## config.mk

```make
export PLATFORM = sky130hd
export DESIGN_NAME = mem_dump
export DESIGN_NICKNAME = d
export VERILOG_FILES = /design/src/rtl/mem_dump_pkg.sv /design/src/rtl/mem_dump.sv
export SDC_FILE = /design/constraint.sdc
export NUM_CORES = 1
export LEC_CHECK = 0
export CAP_MARGIN = 25
export CORE_UTILIZATION = 62
export CTS_CLUSTER_SIZE = 16
export DETAILED_ROUTE_END_ITERATION = 10
export DONT_BUFFER_PORTS = 1
export GPL_TIMING_DRIVEN = 0
export HOLD_SLACK_MARGIN = 0.12
export PLACE_DENSITY_LB_ADDON = 0.15
export SETUP_SLACK_MARGIN = 0.02
export SYNTH_ARGS = -nofsm -noshare
export SYNTH_HDL_FRONTEND = slang
export SYNTH_SLANG_ARGS = --single-unit
```

## constraint.sdc

```tcl
create_clock -name clk -period 1.9 [get_ports clk]
set_clock_uncertainty 0.05 [all_clocks]
set_input_delay 0.38 -clock clk [delete_from_list [all_inputs] [get_ports clk]]
set_output_delay 0.38 -clock clk [all_outputs]
set_load 0.01 [all_outputs]
```

## src/rtl/mem_dump_pkg.sv

```systemverilog
`default_nettype none
// ============================================================================
// Module      : mem_dump_pkg
// Description : Shared state encoding and constants for the mem_dump engine.
// Revision    : 1.0 - initial release
// ============================================================================
package mem_dump_pkg;

    localparam int c_WORD_BYTES = 4;

    typedef enum logic [2:0] {
        IDLE    = 3'd0,
        READ    = 3'd1,
        CAPTURE = 3'd2,
        HOLD    = 3'd3,
        FINISH  = 3'd4,
        CSUM    = 3'd5
    } mem_dump_state_t;

endpackage : mem_dump_pkg
`default_nettype wire

```

## src/rtl/mem_dump.sv

```systemverilog
`default_nettype none
// ============================================================================
// Module      : mem_dump
// Description : Walks a word-aligned memory range through a synchronous read
//               port and streams (address, data) beats on valid/ready.
//               Define MEM_DUMP_CHECKSUM_EN to append a running-sum beat.
// Revision    : 1.0 - initial release
// ============================================================================
module mem_dump
    import mem_dump_pkg::*;
#(
    parameter int WIDTH       = 32,
    parameter int ADDR_WIDTH  = 11,
    parameter int COUNT_WIDTH = 9
) (
    input  logic                   clk,
    input  logic                   rst,
    input  logic                   start,
    input  logic [ADDR_WIDTH-1:0]  base_addr,
    input  logic [COUNT_WIDTH-1:0] word_count,
    output logic                   busy,
    output logic                   done,
    output logic                   mem_rd_en,
    output logic [ADDR_WIDTH-1:0]  mem_rd_addr,
    input  logic [WIDTH-1:0]       mem_rd_data,
    output logic                   dump_valid,
    input  logic                   dump_ready,
    output logic [ADDR_WIDTH-1:0]  dump_addr,
    output logic [WIDTH-1:0]       dump_data,
    output logic                   dump_last
);

    mem_dump_state_t        r_state;
    mem_dump_state_t        w_next_state;
    logic [ADDR_WIDTH-1:0]  r_cur_addr;
    logic [COUNT_WIDTH-1:0] r_remaining;
    logic                   r_dump_valid;
    logic [ADDR_WIDTH-1:0]  r_dump_addr;
    logic [WIDTH-1:0]       r_dump_data;
    logic                   r_dump_last;
    logic                   w_fire;
    logic                   w_last_word;
    logic                   w_unused_base;
`ifdef MEM_DUMP_CHECKSUM_EN
    logic [WIDTH-1:0]       r_sum;
`endif

    assign w_fire        = r_dump_valid & dump_ready;
    assign w_last_word   = (r_remaining == COUNT_WIDTH'(1));
    // Byte-offset bits are ignored; the range is always word aligned.
    assign w_unused_base = ^base_addr[1:0];

    assign busy        = (r_state != IDLE);
    assign done        = (r_state == FINISH);
    assign mem_rd_en   = (r_state == READ);
    assign mem_rd_addr = r_cur_addr;
    assign dump_valid  = r_dump_valid;
    assign dump_addr   = r_dump_addr;
    assign dump_data   = r_dump_data;
    assign dump_last   = r_dump_last;

    always_ff @(posedge clk) begin
        if (!rst) r_state <= IDLE;
        else      r_state <= w_next_state;
    end

    always_comb begin
        w_next_state = r_state;
        case (r_state)
            IDLE: begin
                if (start) begin
                    if (word_count != '0) w_next_state = READ;
`ifdef MEM_DUMP_CHECKSUM_EN
                    else                  w_next_state = CSUM;
`else
                    else                  w_next_state = FINISH;
`endif
                end
            end
            READ:    w_next_state = CAPTURE;
            CAPTURE: w_next_state = HOLD;
            HOLD: begin
                if (w_fire) begin
`ifdef MEM_DUMP_CHECKSUM_EN
                    w_next_state = w_last_word ? CSUM : READ;
`else
                    w_next_state = w_last_word ? FINISH : READ;
`endif
                end
            end
`ifdef MEM_DUMP_CHECKSUM_EN
            CSUM:    if (w_fire) w_next_state = FINISH;
`endif
            FINISH:  w_next_state = IDLE;
            default: w_next_state = IDLE;
        endcase
    end

    always_ff @(posedge clk) begin
        if (!rst) begin
            r_cur_addr   <= '0;
            r_remaining  <= '0;
            r_dump_valid <= 1'b0;
            r_dump_addr  <= '0;
            r_dump_data  <= '0;
            r_dump_last  <= 1'b0;
`ifdef MEM_DUMP_CHECKSUM_EN
            r_sum        <= '0;
`endif
        end else begin
            case (r_state)
                IDLE: begin
                    if (start) begin
                        r_cur_addr  <= {base_addr[ADDR_WIDTH-1:2], 2'b00};
                        r_remaining <= word_count;
`ifdef MEM_DUMP_CHECKSUM_EN
                        r_sum       <= '0;
                        // An empty dump still reports a (zero) checksum beat.
                        if (word_count == '0) begin
                            r_dump_valid <= 1'b1;
                            r_dump_addr  <= '0;
                            r_dump_data  <= '0;
                            r_dump_last  <= 1'b1;
                        end
`endif
                    end
                end
                CAPTURE: begin
                    r_dump_valid <= 1'b1;
                    r_dump_addr  <= r_cur_addr;
                    r_dump_data  <= mem_rd_data;
`ifdef MEM_DUMP_CHECKSUM_EN
                    r_sum        <= r_sum + mem_rd_data;
                    r_dump_last  <= 1'b0;
`else
                    r_dump_last  <= w_last_word;
`endif
                end
                HOLD: begin
                    if (w_fire) begin
                        r_dump_valid <= 1'b0;
                        r_dump_last  <= 1'b0;
                        r_remaining  <= r_remaining - COUNT_WIDTH'(1);
                        r_cur_addr   <= r_cur_addr + ADDR_WIDTH'(c_WORD_BYTES);
`ifdef MEM_DUMP_CHECKSUM_EN
                        // Sum already includes this word, added at capture.
                        if (w_last_word) begin
                            r_dump_valid <= 1'b1;
                            r_dump_addr  <= '0;
                            r_dump_data  <= r_sum;
                            r_dump_last  <= 1'b1;
                        end
`endif
                    end
                end
`ifdef MEM_DUMP_CHECKSUM_EN
                CSUM: begin
                    if (w_fire) begin
                        r_dump_valid <= 1'b0;
                        r_dump_last  <= 1'b0;
                    end
                end
`endif
                default: ;
            endcase
        end
    end

endmodule : mem_dump
`default_nettype wire

```

Placement view:
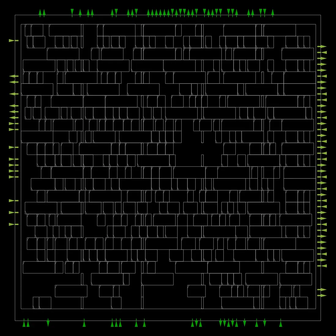
flip-flop and latch share of the layout cell area: 0.408
TAP cells: 52
number of flip-flops and latches: 64
standard cell core area: 4410 sq um
fillers: 392

==> impl.org <==
* Flow results

** Synthesis
- Looking at the cell usage after synthesis, the top flip-flop cell is dfxtp_1.
- Of the synthesized area, sequential elements account for 0.445.
- Yosys stat chip area :: 2880 sq um
- Count of different cell masters after synthesis :: 46
- Most frequent cell after synthesis :: nand2_1
- In this run the mean area of a mapped cell was 7.86 sq um.
- Synth mux share :: 0
- In this run, synthesis produced a sequential element count of 64.
- Per the synthesis report, the dominant area consumer among library cells is dfxtp_1.
- Proportion of synthesized flip-flops having asynchronous set or reset :: 0
- Number of enable-type register cells in the synthesized netlist :: 0
- XOR/XNOR share of the synthesized area :: 0
- After synthesis, the largest family of logic cells by area is simple AND/OR/NAND/NOR gates.
- In this run, the synthesized area fraction spent on adder and majority cells is recorded as 0.0130.
- Top cell type's share of synthesized area :: 0.445
- Synth Area in Compound Gates :: 0.240
- Share of synthesized cell area in and, or, nand and nor gates :: 0.241

** Placement
- The number of placed instances, taps included, is around 420.
- RePlAce ended its routability-driven mode at a weighted congestion of ~0.85.
- In this run the cell area measured after placement is approximately 3000 sq um.

** Route
- Drt pass-1 iters :: 4
- Top sig layer :: met4
- Per the detail_route report, the via count comes to 2,600.
- Once detail routing completed, the nets flagged for antenna violations numbered 0.
- The wire length recorded after detailed routing is 6810 um.
- Via/cell ratio :: 5.92
- In the final routing, the length of wire on met1 measures 2870 um.
- Initial detailed-routing violation count :: 147
- Metal3 WL :: 601 um
- The routed design shows a wire length per standard cell of 15.5 um.
- Total met2 wirelength after detailed routing :: 3190 um

** GRT
- Routing resource usage on met2 recorded by global route was 0.432.
- In the global route stage, met1 resource usage came out at 0.361.
- Met3 routing resource usage after global routing :: 0.0924
- Global-route wire length before repair :: 10,900 um
- Global-route usage over all layers :: 0.283
- The initial antenna violation count was 0.
- Global routing put the most usage on met2.
- Largest net degree at the start of global routing :: 12
- Sum of overflow across all layers after global routing :: 0

** Power
- Logic pwr share :: 0.142
- Per report_power, the Combinational row totals 419 uW.
- Proportion of power drawn by the clock network :: 0.332
- The internal power of the cells totals 2060 uW.
- In this run the static leakage power is 0.00111 uW.
- Overall power consumption after layout is estimated at 2960 uW.
- Flop+latch power :: 1560 uW
- Peak VDD IR :: between 0.5 and 0.6 mV
- Switching power :: a little under 900 uW
- Largest Pwr Group :: sequential cells
- The script computed a power per unit cell area of 941 nW/um^2.

** Layout
- Final-layout clock buffer total :: 10
- After the last flow step, the layout net total stands at 441.
- Summing all non-filler instances in the final layout gives an area of 3140 sq um.
- Plain + repair buffers :: 32
- Antenna diode count :: 0
- Share of cell area taken by multi-input logic gates :: 0.458
- MI comb cells :: 269
- Largest cell class by area :: combinational gates
- Utilization of the core after routing :: 0.712
- Area of the multi-input gates :: 1440 sq um
- Summing all flip-flop and latch instances after layout gives 1280 sq um.
- Data-path buffer share of cell area in the final layout :: 0.0538
- Layout cells sized above 1 :: 0.106
- The layout report lists the clock-cell share of area as 0.0522.

** Final timing
- The pin closest to its max-slew limit shows a slew of 623 ps.
- The final report lists the setup-violating endpoint count as 0.
- Measured against its own limit, the worst slew margin works out to 0.581.
- In the finished design, the share of the clock period the worst path needs comes to 0.941.
- Max-slew check failures listed in the final report amount to 0.
- Fin Hold WS :: 128 ps
- In the final timing run, aggregate negative setup slack is 0 ps.
- Number of failing hold endpoints at the final stage :: 0
- The clock period could shrink to 1790 ps.
- Smallest setup slack after layout :: approximately 110 ps

** Clock tree
- For reference, the clock transition at the flip-flops on the worst setup and hold paths is 70 ps.
- As reported, the later end of the worst-skew pair has a clock insertion delay of 330 ps.
- The number of clock sinks came to 64.
- Root Driver :: clkbuf_8
- Buffers from clock root to sink, at most :: 2
- In this run, CTS created clock tree buffers numbering 9.
- TritonCTS clock tree :: done
- Maximum level of the CTS H-tree :: 3

** Setup path
- The worst register-to-register path has a depth of 6.
- Along the critical path, the tally of buffer and inverter instances is 1.
- Crit-path slowest cell :: or3b_1
- The critical path is of the reg -> reg type.
- FF-to-FF setup slack :: ~110 ps
- CP endpoint kind :: flop
- End of the worst register-to-register path :: r_remaining[6]
- Arrival time at the worst endpoint :: 1960 ps
- CP max FO :: 5
- Launch instance of the worst register-to-register path :: r_remaining[0]
- The critical path runs through a total of 6 cells.
- Critical Path Source :: r_remaining[0]
- In this run the worst setup path terminates at r_remaining[6].

** Floorplan
- The chip occupies 4920 sq um.
- Die width :: 70.1 um
- Vert. Die Dim :: 70.1 um
- The initialized floorplan defines 24 standard-cell rows.

** Hold path
- Hold_sp :: mem_rd_data[23]
- For hold timing, the worst endpoint is dump_data[23].
- Class of the most critical hold timing path :: in -> reg

** Status
- The run finished with clean final reports.

** Job
- The number of maximum-capacitance violations recorded for the run is 0.
Wires at chosen ports, followed through buffers:
Scale: 6 px per um.
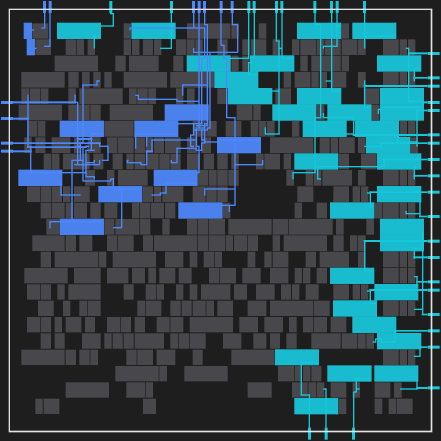
[blue] `mem_rd_addr` | bits: 11 | direction: output | edge: 7 top, 4 left | end cells: 11 | buffers: 2 | wire: 433 um
[cyan] `dump_data` | bits: 32 | direction: output | edge: 19 right, 10 top, 3 bottom | end cells: 32 | buffers: 0 | wire: 391 um
I/O Buffers: 0
io pins: 115

-- timing repair --
action,4_1_cts,5_1_grt
hold endpoints to repair,2,0
setup buffers,0,0
gates resized,0,4
hold buffers,2,0
setup endpoints to repair,0,5
-- cell usage in the layout (no fill, tap or decap), drive strengths merged, types with 6 or more instances in the layout --
cell type | netlist | routed
buf | 19 | 19
a21boi | 30 | 30
dfxtp | 64 | 64
nand2 | 102 | 102
a21oi | 31 | 31
nor3 | 7 | 7
o21ai | 19 | 19
nor2 | 11 | 11
nand3 | 6 | 6
and2 | 6 | 6
clkinv | 1 | 6
clkbuf | 11 | 21
-- flip-flops by register name, indices dropped and copies added, names as in the netlist --
name         cells
r_remaining      9
mem_rd_addr      9
r_state          3
dump_data       32
dump_last        1
dump_addr        9
dump_valid       1
Power and IR drop assume default switching activity.
